### src/rtl/bus_cycle.sv
// Bus master for one read/write cycle: arbiter request, command phase, response latch, release.
// Latency: IDLE->REQ 1 clk, grant->CMD 1 clk, response or TIMEOUT->REL->FIN, done 1-clk pulse.
// Backpressure: requester holds dr/dw until done and drop; BUS_PARITY_EN enables bus_pe handling.
module bus_cycle #(
  parameter int TIMEOUT = 200
) (
  input  logic        clk_sys,
  input  logic        clo,
  input  logic        dr,
  input  logic        dw,
  input  logic [15:0] dad,
  input  logic [15:0] ddt,
  input  logic [3:0]  dnb,
  output logic        bus_rq,
  input  logic        bus_gnt,
  output logic        bus_r,
  output logic        bus_w,
  output logic [15:0] bus_a,
  output logic [3:0]  bus_nb,
  output logic [15:0] bus_do,
  input  logic [15:0] bus_di,
  input  logic        bus_ok,
  input  logic        bus_en,
  input  logic        bus_pe,
  output logic        rok,
  output logic        ren,
  output logic        rpe,
  output logic [15:0] rd_data,
  output logic        done,
  output logic        busy
);

  localparam int CW = (TIMEOUT > 1) ? $clog2(TIMEOUT) : 1;

  typedef enum logic [2:0] {IDLE, REQ, CMD, REL, FIN, DRAIN} state_t;

  state_t        state, state_nxt;
  logic [CW-1:0] cnt;
  logic [15:0]   adr_q, dat_q;
  logic [3:0]    nb_q;
  logic          wr_q;
  logic          pe_lvl;
  logic          timeout;

`ifdef BUS_PARITY_EN
  assign pe_lvl = bus_pe;
`else
  logic unused_pe;
  assign unused_pe = bus_pe;
  assign pe_lvl    = 1'b0;
`endif

  assign timeout = (cnt == CW'(TIMEOUT - 1));

  always_ff @(posedge clk_sys or posedge clo) begin
    if (clo) begin
      state <= IDLE;
      cnt   <= '0;
    end else begin
      state <= state_nxt;
      cnt   <= (state == CMD && state_nxt == CMD) ? cnt + 1'b1 : '0;
    end
  end

  always_comb begin
    state_nxt = state;
    bus_rq    = 1'b0;
    bus_r     = 1'b0;
    bus_w     = 1'b0;
    bus_a     = '0;
    bus_nb    = '0;
    bus_do    = '0;
    done      = 1'b0;
    busy      = 1'b0;
    case (state)
      IDLE: begin
        if (dr && dw)      state_nxt = FIN;
        else if (dr || dw) state_nxt = REQ;
      end
      REQ: begin
        bus_rq = 1'b1;
        busy   = 1'b1;
        if (bus_gnt) state_nxt = CMD;
      end
      CMD: begin
        // grant is deliberately not looked at once the command phase has begun
        bus_rq = 1'b1;
        busy   = 1'b1;
        bus_r  = ~wr_q;
        bus_w  = wr_q;
        bus_a  = adr_q;
        bus_nb = nb_q;
        bus_do = dat_q;
        if (bus_en || bus_ok || timeout) state_nxt = REL;
      end
      REL: begin
        busy = 1'b1;
        if (!bus_ok && !bus_en && !pe_lvl) state_nxt = FIN;
      end
      FIN: begin
        busy      = 1'b1;
        done      = 1'b1;
        state_nxt = DRAIN;
      end
      DRAIN: begin
        if (!dr && !dw) state_nxt = IDLE;
      end
      default: state_nxt = IDLE;
    endcase
  end

  always_ff @(posedge clk_sys or posedge clo) begin
    if (clo) begin
      adr_q   <= '0;
      dat_q   <= '0;
      nb_q    <= '0;
      wr_q    <= 1'b0;
      rok     <= 1'b0;
      ren     <= 1'b0;
      rpe     <= 1'b0;
      rd_data <= '0;
    end else begin
      case (state)
        IDLE: begin
          if (dr && dw) begin
            rok <= 1'b0;
            ren <= 1'b1;
            rpe <= 1'b0;
          end else if (dr || dw) begin
            rok   <= 1'b0;
            ren   <= 1'b0;
            rpe   <= 1'b0;
            adr_q <= dad;
            dat_q <= ddt;
            nb_q  <= dnb;
            wr_q  <= dw;
          end
        end
        CMD: begin
          // not-present outranks ok; parity only qualifies a successful read
          if (bus_en) begin
            ren <= 1'b1;
          end else if (bus_ok) begin
            rok <= 1'b1;
            if (!wr_q) begin
              rd_data <= bus_di;
              if (pe_lvl) rpe <= 1'b1;
            end
          end else if (timeout) begin
            ren <= 1'b1;
          end
        end
        default: ;
      endcase
    end
  end

endmodule

### config.mk
export PLATFORM = sky130hd
export DESIGN_NAME = bus_cycle
export DESIGN_NICKNAME = d
export VERILOG_FILES = /design/src/rtl/bus_cycle.sv
export SDC_FILE = /design/constraint.sdc
export NUM_CORES = 1
export LEC_CHECK = 0
export CORE_MARGIN = 4
export CORE_UTILIZATION = 35
export DETAILED_ROUTE_END_ITERATION = 7
export PLACE_DENSITY = 0.76
export SYNTH_ARGS = -nofsm -noshare
export SYNTH_HDL_FRONTEND = slang
export SYNTH_SLANG_ARGS = --single-unit
export TNS_END_PERCENT = 100
### constraint.sdc
create_clock -name clk_sys -period 2.7 [get_ports clk_sys]
set_input_delay 0.81 -clock clk_sys [delete_from_list [all_inputs] [get_ports clk_sys]]
set_output_delay 0.81 -clock clk_sys [all_outputs]
set_load 0.03 [all_outputs]
power_grid.png
Scale bar: 20 um. Pins as bars on the die edge. Tap cells in grey.
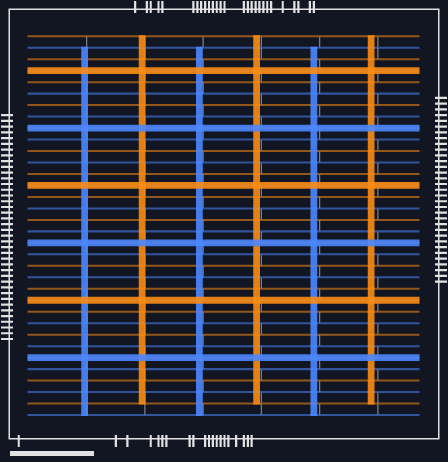
Key: VDD = orange; VSS = blue
34 met1 rails follow the rows. The core has 33 rows. 105 tap cells. 6 straps on met5. 120 signal pins sit on the boundary.
floorplan die height: 101 um
IR Drop Worst-Case VDD: 0.430 mV
die x size: 101 um

clk_routes.png
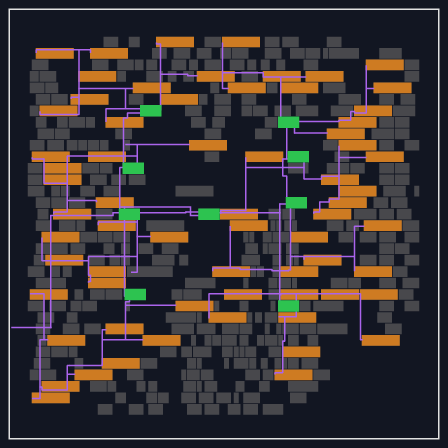
Key: clock drivers = green [count 9]; flip-flops = orange [count 66]; clock wires = purple [length 874 um]
Position of the flops: all over the die.
share of total power in the clock network: 0.169
Final Skew: 0.00606 ns
total clock network power: 797 uW
clock latency on the worst-skew pair: 0.33 ns

==> impl_metrics.py <==
# Physical implementation metrics
metrics = {
    "outcome": {
        "outcome": "finished clean",
    },
    "place": {
        "post-place-cells": 458,
        "place_ws_ns": -0.0396,
    },
    "floorplanning": {
        "ioPinCount": 120,
        "core_area_um2": 8340,
        "total_die_area_um2": 10300,
    },
    "global_routing": {
        "grt_util_all_layers": 0.143,
        "grt-ovfl-total": 0,
        "grt_start_max_net_pins": 67,
    },
    "worst_setup_path": {
        "combined_buffer_and_inverter_count_along_the_critical_path": 4,
        "crit_path_top_delay_cell": "dfrtp_1",
        "crit_path_max_fanout": 9,
        "worstPathCellList": "buf_6 > or2b_4 > nor2_4 > buf_12 > buf_8 > and2_1 > buf_4",
        "worstPathRequired_ns": 1.89,
    },
    "run": {
        "max_cap_violations": 0,
    },
    "logic_synthesis": {
        "synth.cellmix.compoundShare": 0.0295,
        "syn_nets": 305,
        "area_leaders": "dfrtp_1 (54%), mux2_2 (16%), and2_1 (7.8%), mux2_4 (4.9%), nor2_1 (2.1%)",
        "numSynthFlops": 66,
        "post_synth_fa_ha_maj_area_fraction": 0.0164,
        "ys_top_logic_family": "multiplexers",
        "yosys.area_share.simple": 0.150,
    },
    "pwr": {
        "internal-power_mw": 3.07,
        "power.sequential.fraction": 0.343,
        "total_power_mw": 4.71,
        "static-leakage-power_nw": 2.12,
        "switching_share": 0.348,
    },
    "final_timing": {
        "finalCriticalPeriod_ns": 2.64,
        "finalHoldViolations": 0,
        "layout_worst_path_cycle_share": 0.978,
    },
    "clock_network": {
        "htreeDepth": 3,
        "cts_root_buf": "clkbuf_8",
        "cts_buffers": 9,
    },
    "hold_path": {
        "min-delay-path-class": "reg2reg",
        "min_path_cells": 1,
    },
    "drt": {
        "detailroute.wirelength.met3_um": 768,
        "firstDrtPassIters": 4,
        "maxUsedRoutingLayer": "met4",
    },
    "finish": {
        "final_cells": 484,
        "area.combinational_um2": 1330,
        "final_layout_size_suffix_gt1_frac": 0.359,
    },
}
[layout make-up]
class,count,area share
inverters,4,0.00317
flip-flops and latches,66,0.349
repair buffers,137,0.300
clock buffers,12,0.0307
well taps,105,0.0278
clock inverters,3,0.00846
multi-input cells,157,0.281
[how the worst max path moves through the flow]
stage	endpoint
final	bus_a[14]
after global routing	bus_a[13]
after CTS	bus_a[15]
after detailed placement	dat_q[1]$_DFFE_PP0P_
after global placement	dat_q[7]$_DFFE_PP0P_
after floorplan	adr_q[0]$_DFFE_PP0P_
[layer usage]
metal,global-route usage,vias to the layer above
met2,0.230,88
met1,0.169,1113
met5,0,-
met4,0.0573,0
li1,-,1088
met3,0.0585,9
[worst register-to-register path, cell delays in order (launching register included)]
cell and delay [ns]:
dfrtp_1 0.38, or3b_4 0.44, or4b_4 0.67, mux2_4 0.37
[state kept, by name (all words and copies together) (netlist names)]
name and flops:
adr_q 16, cnt 8, dat_q 16, nb_q 4, rd_data 16, ren 1, rok 1, state 3
wr_q 1
[cell families (layout without fill, tap and decap cells)]
family                   after synthesis  in the layout
buffers and inverters                 18            156
multiplexers                          53             53
AND/OR/NAND/NOR                       80             80
flip-flops                            66             66
other                                  1              1
adder cells (fa/ha/maj)                4              4
AND-OR/OR-AND                         12             12
XOR/XNOR                               7              7
[what timing repair did]
action	in CTS	in global routing
cloned	0	5
setup buffers	0	6
pin swaps	0	1
hold buffers	0	0
setup endpoints to repair	3	37
resized	3	28
[cell usage in the layout (no fill, tap or decap), types with 10 or more instances in the layout]
cell	instances
clkdlybuf4s50_1	77
dfrtp_1	66
mux2_2	43
and2_1	32
buf_4	27
buf_6	21
nor2_1	16
mux2_4	10
clkbuf_8	10
[power by group through the flow]
stage          logic [mW]  registers, mW  clock network [mW]
2_1_floorplan        1.12           1.82                   0
3_3_place_gp         2.06           1.60                   0
3_5_place_dp         2.10           1.63                   0
4_1_cts              2.09           1.62               0.831
5_1_grt              2.45           1.68               0.882
6_report             2.30           1.62               0.797
[through the flow]
step	cell area [um2]	hold WS, ns	TNS (ns)	util
finish	4730	0.456	0	0.568
CTS	4480	0.458	0	0.537
detailed placement	4300	0.448	-1.08	0.515
global route	4730	0.478	-0.128	0.568
global placement	4300	0.447	0	0.515
floorplan	3050	0.431	0	-
No activity file was given, so power comes from the tool's default toggle rates.
